--- src/rtl/i2s_tdm_tx.sv ---
// ---------------------------------------------------------------------------
// i2s_tdm_tx -- I2S/TDM serial transmitter
//
// Parallel samples arrive on a valid/ready stream into a single holding
// register. At every slot start the held sample moves into a shift register
// and is shifted out MSB-first on i2s_sdata. Bits past the valid word width
// are zero-padded up to SLOT_WIDTH.
//
// i2s_ws is a one-bclk frame pulse coinciding with the last bit of the last
// slot, so the MSB of slot 0 follows one bclk later (I2S one-bit delay).
//
// Bit timing comes from bclk_fall, a one-clk strobe in the clk domain that
// marks each bclk falling edge. All serial outputs are registered and move
// only on the clk edge that samples the strobe.
//
// Optional build macro:
//   I2S_TX_UNDERFLOW_REPEAT_EN - on underflow, retransmit the last sample
//                                instead of zeros (underflow still pulses).
// ---------------------------------------------------------------------------
module i2s_tdm_tx #(
    parameter int SLOT_WIDTH = 32,
    parameter int MAX_SLOTS  = 8
) (
    input  logic        clk,
    input  logic        rst,
    input  logic        bclk_fall,
    input  logic [1:0]  valid_word_width,
    input  logic [3:0]  tdm_slots,
    input  logic [31:0] s_tdata,
    input  logic        s_tvalid,
    output logic        s_tready,
    output logic        i2s_sdata,
    output logic        i2s_ws,
    output logic [2:0]  tx_slot,
    output logic        underflow
);

    localparam int BIT_BITS  = $clog2(SLOT_WIDTH);
    localparam int SLOT_BITS = (MAX_SLOTS > 1) ? $clog2(MAX_SLOTS) : 1;

    localparam logic [BIT_BITS-1:0]  BIT_LAST    = BIT_BITS'(SLOT_WIDTH - 1);
    localparam logic [BIT_BITS-1:0]  BIT_ONE     = BIT_BITS'(1);
    localparam logic [SLOT_BITS-1:0] SLOT_ONE    = SLOT_BITS'(1);
    localparam logic [3:0]           MAX_SLOTS_L = 4'(MAX_SLOTS);

    typedef enum logic [0:0] {
        IDLE = 1'b0,
        RUN  = 1'b1
    } state_t;

    // Register code to number of valid bits; code 0 means disabled.
    function automatic logic [5:0] decode_width(input logic [1:0] code);
        logic [5:0] w;
        case (code)
            2'd1:    w = 6'd16;
            2'd2:    w = 6'd24;
            2'd3:    w = 6'd32;
            default: w = 6'd0;
        endcase
        return w;
    endfunction

    // Requested slot count limited to the supported range 2..MAX_SLOTS.
    function automatic logic [3:0] clamp_slots(input logic [3:0] n);
        logic [3:0] r;
        if (n < 4'd2) begin
            r = 4'd2;
        end else if (n > MAX_SLOTS_L) begin
            r = MAX_SLOTS_L;
        end else begin
            r = n;
        end
        return r;
    endfunction

    state_t                state;
    logic [BIT_BITS-1:0]   bit_cnt;
    logic [SLOT_BITS-1:0]  slot;
    logic [5:0]            cfg_width;
    logic [3:0]            cfg_slots;
    logic [31:0]           shift_reg;
    logic [31:0]           hold_data;
    logic                  hold_valid;
`ifdef I2S_TX_UNDERFLOW_REPEAT_EN
    logic [31:0]           last_sample;
`endif

    logic                  handshake;
    logic                  slot_start;
    logic                  boundary;
    logic [SLOT_BITS-1:0]  last_slot;
    logic [31:0]           fallback;
    logic [31:0]           word;
    logic                  emit_bit;
    logic [5:0]            next_width;
    logic [3:0]            next_slots;

    // Stream handshake, slot/frame position decode and the next serial bit.
    always_comb begin
        s_tready   = ~hold_valid & ~rst & ((state == RUN) | (valid_word_width != 2'd0));
        handshake  = s_tvalid & s_tready;
        last_slot  = SLOT_BITS'(cfg_slots - 4'd1);
        slot_start = (bit_cnt == '0);
        boundary   = (slot == last_slot) && (bit_cnt == BIT_LAST);
`ifdef I2S_TX_UNDERFLOW_REPEAT_EN
        fallback   = last_sample;
`else
        fallback   = 32'd0;
`endif
        if (slot_start) begin
            if (hold_valid) begin
                word = hold_data;
            end else begin
                word = fallback;
            end
        end else begin
            word = shift_reg;
        end
        if (6'(bit_cnt) < cfg_width) begin
            emit_bit = word[31];
        end else begin
            emit_bit = 1'b0;
        end
        next_width = decode_width(valid_word_width);
        next_slots = clamp_slots(tdm_slots);
    end

    // Transmit FSM: holding register, shifter, counters and registered outputs.
    always_ff @(posedge clk) begin
        if (rst) begin
            state      <= IDLE;
            bit_cnt    <= '0;
            slot       <= '0;
            cfg_width  <= 6'd0;
            cfg_slots  <= 4'd0;
            shift_reg  <= 32'd0;
            hold_data  <= 32'd0;
            hold_valid <= 1'b0;
`ifdef I2S_TX_UNDERFLOW_REPEAT_EN
            last_sample <= 32'd0;
`endif
            i2s_sdata  <= 1'b0;
            i2s_ws     <= 1'b0;
            tx_slot    <= 3'd0;
            underflow  <= 1'b0;
        end else begin
            // underflow is a single-clk pulse
            underflow <= 1'b0;

            // A handshake needs an empty holding register, so it can never
            // collide with the slot-start transfer that empties it.
            if (handshake) begin
                hold_data  <= s_tdata;
                hold_valid <= 1'b1;
            end

            if (bclk_fall) begin
                case (state)
                    IDLE: begin
                        i2s_sdata <= 1'b0;
                        tx_slot   <= 3'd0;
                        if (valid_word_width != 2'd0) begin
                            // preamble bit: ws high, data low
                            cfg_width <= next_width;
                            cfg_slots <= next_slots;
                            i2s_ws    <= 1'b1;
                            bit_cnt   <= '0;
                            slot      <= '0;
                            state     <= RUN;
                        end else begin
                            i2s_ws <= 1'b0;
                        end
                    end

                    RUN: begin
                        i2s_sdata <= emit_bit;
                        tx_slot   <= 3'(slot);
                        shift_reg <= word << 1;

                        if (slot_start) begin
                            if (hold_valid) begin
                                hold_valid <= 1'b0;
`ifdef I2S_TX_UNDERFLOW_REPEAT_EN
                                last_sample <= hold_data;
`endif
                            end else begin
                                underflow <= 1'b1;
                            end
                        end

                        if (boundary) begin
                            // Frame boundary: pick up new configuration here only.
                            cfg_width <= next_width;
                            cfg_slots <= next_slots;
                            bit_cnt   <= '0;
                            slot      <= '0;
                            if (valid_word_width == 2'd0) begin
                                i2s_ws <= 1'b0;
                                state  <= IDLE;
                            end else begin
                                i2s_ws <= 1'b1;
                            end
                        end else begin
                            i2s_ws <= 1'b0;
                            if (bit_cnt == BIT_LAST) begin
                                bit_cnt <= '0;
                                slot    <= slot + SLOT_ONE;
                            end else begin
                                bit_cnt <= bit_cnt + BIT_ONE;
                            end
                        end
                    end

                    default: begin
                        state <= IDLE;
                    end
                endcase
            end
        end
    end

endmodule

--- config.mk ---
export PLATFORM = sky130hd
export DESIGN_NAME = i2s_tdm_tx
export DESIGN_NICKNAME = d
export VERILOG_FILES = /design/src/rtl/i2s_tdm_tx.sv
export SDC_FILE = /design/constraint.sdc
export NUM_CORES = 1
export LEC_CHECK = 0
export CAP_MARGIN = 20
export CORE_ASPECT_RATIO = 1.1
export CORE_MARGIN = 3
export CORE_UTILIZATION = 53
export DETAILED_ROUTE_END_ITERATION = 6
export HOLD_SLACK_MARGIN = 0.15
export PLACE_DENSITY = 0.78
export RECOVER_POWER = 100
export SYNTH_ARGS = -nofsm -noshare
export SYNTH_HDL_FRONTEND = slang
export SYNTH_SLANG_ARGS = --single-unit
--- constraint.sdc ---
create_clock -name clk -period 2.2 [get_ports clk]
set_input_delay 0.44 -clock clk [delete_from_list [all_inputs] [get_ports clk]]
set_output_delay 0.44 -clock clk [all_outputs]
set_load 0.05 [all_outputs]
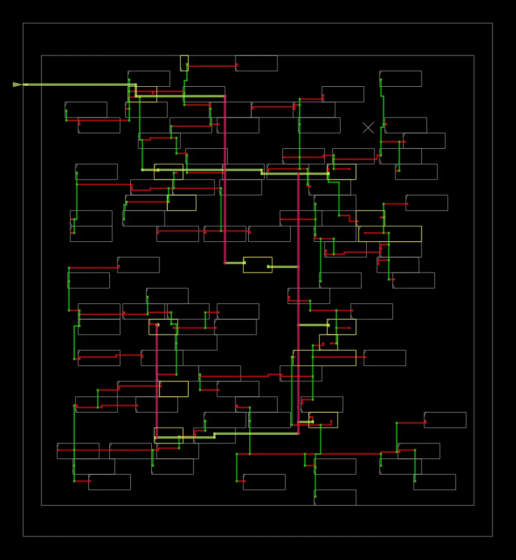
run_1/clock_nets.png
Clk. pwr: 1.22 mW
Num CTS Buffers: 9
Clock Sinks: 85

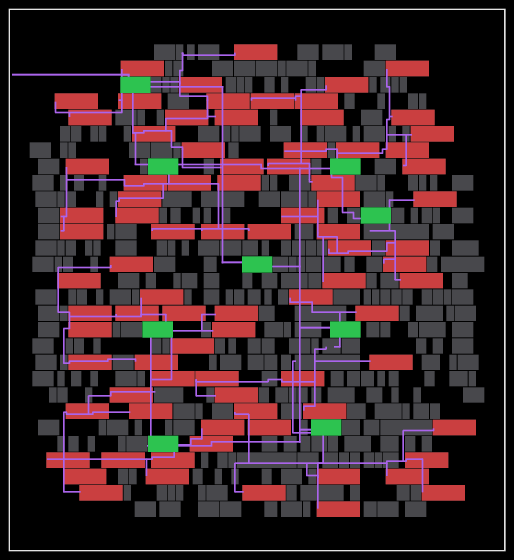
run_1/clock_wires.png
Drawn at 6 px/micron.
- red: flip-flops (count 85)
- green: clock-net drivers (count 9)
- purple: clock wires (length 899 microns)
- flops lie: all over the die

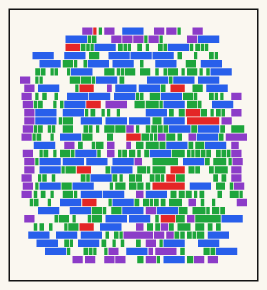
run_1/class_map.png
Drawn at 3 px/micron.
- blue: registers (cells 85; share of their area 41%)
- red: clock drivers and dummy loads (cells 15; share of their area 5.4%)
- green: remaining logic cells (cells 266; share of their area 37%)
- purple: remaining buffers and delay cells (cells 66; share of their area 16%)

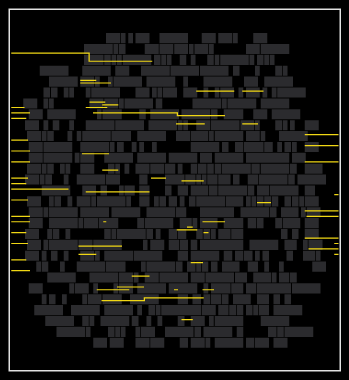
run_1/m3.png
Drawn at 4 px/micron.
- share of all routed wire: 5.0%
- longest straight run: 20.9 microns

[run 1: what timing repair did]
action                     in CTS  in global routing
buffers inserted                0                  1
resized                         0                  1
setup endpoints to repair       0                  4
[run 1: layer usage]
metal  share of wire, %  global-route usage, %  vias up
met2                 48                   32.2       82
met1                 45                   26.5     1377
met5                  0                      0        -
met4                1.8                   7.62        0
met3                5.0                   5.00       13
li1                   -                      -     1447
[run 1: critical path, cell delays in order]
cell,delay (ps)
clkdlybuf4s50_1,480
inv_1,60
ha_1,220
nand2b_1,110
and2_1,190
buf_12,150
[run 1: final cells by class]
type,instances,area share (%)
inverter,9,0.803
tap,77,2.29
clock buffer,12,3.69
multi-input combinational,257,35.4
sequential,85,40.5
timing repair buffer,66,15.7
clock inverter,3,1.64
==> impl_metrics.csv, run 1 <==
group,metric,value,unit
layout,final_cell_mix,"85 x dfxtp_1, 70 x nand2_1, 48 x a21oi_1",
worst_setup_path,rr_worst_depth,8,
layout,final_core_util,70.3,%
synth,adder_share,3.31,%
flow_run,maxCapViolCount,0,
final_timing,slew_violations,0,
power_and_ir_drop,p_seq,1.61,mW
place,place_congestion,0.851,
global_routing,antenna_found_initial,0,
hold_path,hold_path_class,"reg2reg",
cts,clock-root-buffer,"clkbuf_8",
synth,synthArstFlopShare,0,%
worst_setup_path,crit_required,1760,ps
layout,seqCellArea,1700,sq um
power_and_ir_drop,seqPwrFrac,50.9,%
synth,muxShareOfSynthArea,0,%
power_and_ir_drop,switching_power,0.721,mW
worst_setup_path,crit_type,"in2out",
route,wl,7.32,mm
layout,final_cells,509,
layout,fin_area,4210,sq um
synth,syn_area,3400,sq um
final_timing,worst_pin_slew,722,ps
worst_setup_path,start_kind,"primary input",
power_and_ir_drop,p_comb,0.331,mW
outcome,violations,"DRC",
floorplanning,die_h,90.0,microns
final_timing,setup_tns,0,ps
route,drc,1,
power_and_ir_drop,swShare,22.8,%
floorplanning,io_pins,49,
final_timing,final.setup_skew,8.13,ps
cts,clkSlewWorstSetupHoldPaths,80,ps
worst_setup_path,crit_start,"valid_word_width[0]",
synth,synth_cell_types,32,
power_and_ir_drop,finalPower,3.16,mW
layout,areaGrowthSynthToFinish,23.7,%
global_routing,grt_max_degree,87,
synth,aoi_share,19.1,%
synth,yosysMostFrequentCell,"dfxtp_1",
route,ant_nets,0,
outcome,status,"finished with violations",
floorplanning,rows,29,
synth,postSynthCellCount,383,
final_timing,setup_viol,0,
worst_setup_path,critPathArrivalTime,1660,ps
synth,yosys.area.top_type,"dfxtp_1",
final_timing,fin_ws,99.9,ps
synth,yosys-top-cells-area,"dfxtp_1 50%, a222oi_1 8.8%, nand2_1 7.7%, a21oi_1 7.1%, nor2_1 4.2%",
final_timing,timing.hold.ws,455,ps
worst_setup_path,r2r_start,"bit_cnt[0]$_SDFFE_PP0P_",
global_routing,grt_usage,20.4,%
layout,antenna_cells,0,
synth,edf_count,0,
global_routing,grt_pass1_wl,11.9,mm
final_timing,hold_viol,0,
floorplanning,die_w,82.4,microns
power_and_ir_drop,vdd_drop_max,0.000387,V
hold_path,worstHoldStart,"hold_data[31]$_SDFFE_PP0P_",
route,wl_per_cell,14.4,microns
final_timing,period_used_share,95.5,%
hold_path,holdPathStages,2,
final_timing,rsz0062_at_grt,"no",
layout,logic_area,1490,sq um
worst_setup_path,crit_end,"s_tready",
final_timing,slew_headroom,51.7,%
worst_setup_path,worstReg2RegEnd,"cfg_slots[2]$_SDFFE_PP0P_",
==> inputs of run 2 (changes only) <==
- CAP_MARGIN: 20 -> not set
==> run 2 against run 1 <==
Effect of this change:
- the flow now finishes without violations
- maximum frequency barely moved
- sequential power about the same
- largest power group unchanged
- combinational power decreased by 1%
- sequential share of layout area grew 0.25 points
- largest cell class unchanged
- cell area shrank 0.62%
- wire length down 0.64%
- area after synthesis unchanged
- clock-buffer cell count unchanged
- highest routed layer unchanged
==> impl_metrics.csv, run 2 <==
group,metric,value,unit
synth,syn_area,3400,sq um
synth,yosys.area.top_type,"dfxtp_1",
worst_setup_path,path_delay_family,"buffers and inverters",
final_timing,fin_ws,101,ps
layout,antenna_cells,0,
hold_path,worstHoldStart,"hold_data[31]$_SDFFE_PP0P_",
final_timing,hold_viol,0,
power_and_ir_drop,clk-power,1.21,mW
power_and_ir_drop,seqPwrFrac,51.0,%
worst_setup_path,crit_end,"s_tready",
hold_path,hold_path_class,"reg2reg",
floorplanning,io_pins,49,
hold_path,holdPathStages,2,
layout,fin_area,4180,sq um
route,drc,0,
final_timing,setup_viol,0,
global_routing,grt_use_met2,32.2,%
route,wl_met2,3.54,mm
floorplanning,die_w,82.4,microns
worst_setup_path,critPathArrivalTime,1660,ps
final_timing,timing.hold.ws,454,ps
worst_setup_path,crit_buf_inv,3,
final_timing,period_used_share,95.4,%
power_and_ir_drop,p_comb,0.327,mW
route,maxUsedRoutingLayer,"met4",
floorplanning,die_h,90.0,microns
global_routing,top_usage_layer,"met2",
cts,cts_buffers,9,
worst_setup_path,max_stage_delay,480,ps
worst_setup_path,rr_worst_depth,8,
cts,cts_setup_buffers,0,
worst_setup_path,worstReg2RegEnd,"cfg_slots[2]$_SDFFE_PP0P_",
synth,ys.flops,85,
final_timing,worst_pin_slew,657,ps
worst_setup_path,cp_slowest_cell,"clkdlybuf4s50_1",
power_and_ir_drop,switching_power,0.715,mW
outcome,status,"finished clean",
global_routing,grt_usage,20.4,%
power_and_ir_drop,p_seq,1.61,mW
power_and_ir_drop,vdd_drop_max,0.000387,V
synth,synth_cell_types,32,
place,place_congestion,0.851,
power_and_ir_drop,swShare,22.7,%
final_timing,slew_violations,0,
worst_setup_path,crit_required,1760,ps
worst_setup_path,crit_type,"in2out",
flow_run,maxCapViolCount,0,
floorplanning,rows,29,
synth,yosys-top-cells-area,"dfxtp_1 50%, a222oi_1 8.8%, nand2_1 7.7%, a21oi_1 7.1%, nor2_1 4.2%",
synth,edf_count,0,
synth,postSynthCellCount,383,
cts,cts-resized-gates,0,
worst_setup_path,crit_start,"valid_word_width[0]",
final_timing,setup_tns,0,ps
power_and_ir_drop,finalPower,3.15,mW
final_timing,rsz0062_at_grt,"no",
layout,final_cell_mix,"85 x dfxtp_1, 70 x nand2_1, 48 x a21oi_1",
final_timing,final.setup_skew,6.83,ps
global_routing,met3_usage,5.00,%
global_routing,grt_pass1_wl,11.9,mm
cts,cts.sinks,85,
global_routing,grt_use_met1,26.5,%
worst_setup_path,crit_cells,6,
synth,yosysMostFrequentCell,"dfxtp_1",
route,wl_met1,3.24,mm
[run 2: cell counts after synthesis]
No cell type changed its count.
[run 2: cell type report]
| type | count | area [sq um] |
|---|---|---|
| clock inverters | 3 | 68.8 |
| fillers | 499 | 1810 |
| multi-input cells | 257 | 1490 |
| clock buffers | 12 | 155 |
| flip-flops and latches | 85 | 1700 |
| inverters | 9 | 33.8 |
| well taps | 77 | 96.3 |
| repair buffers | 65 | 636 |
[run 2: stage by stage]
step	utilization, %	instances
floorplan	-	383
global placement	66.2	492
detailed placement	66.2	492
CTS	70.0	507
global route	69.8	508
finish	69.8	508
[run 2: cell families after synthesis]
family	share of synthesized area (%)
flops	50.1
compound gates	19.1
buf+inv	5.82
simple gates	19.5
fa+ha+maj	3.31
xor+xnor	2.25
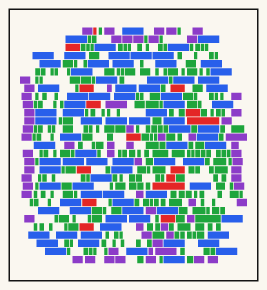
run_2/class_map.png
Drawn at 3 px/micron.
- purple: remaining buffers and delay cells (cells 65; share of their area 16%)
- red: clock drivers and dummy loads (cells 15; share of their area 5.5%)
- blue: registers (cells 85; share of their area 42%)
- green: remaining logic cells (cells 266; share of their area 37%)

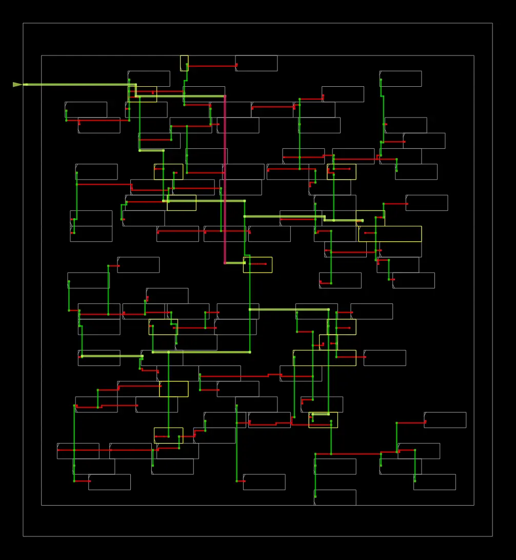
run_2/clock_nets.png
Worst-Skew Late Latency: 340 ps
# clk buffers: 12

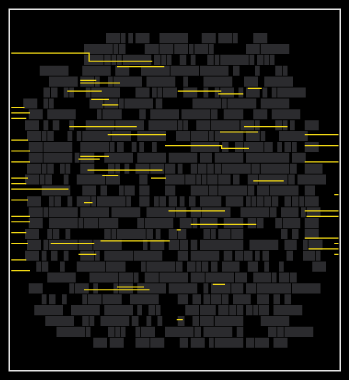
run_2/m3.png
Drawn at 4 px/micron.
- share of all routed wire: 6.0%
- main direction: horizontal
- nets with wire on the layer: 44

Power figures rest on the tool's default switching activity, not on a simulated workload.
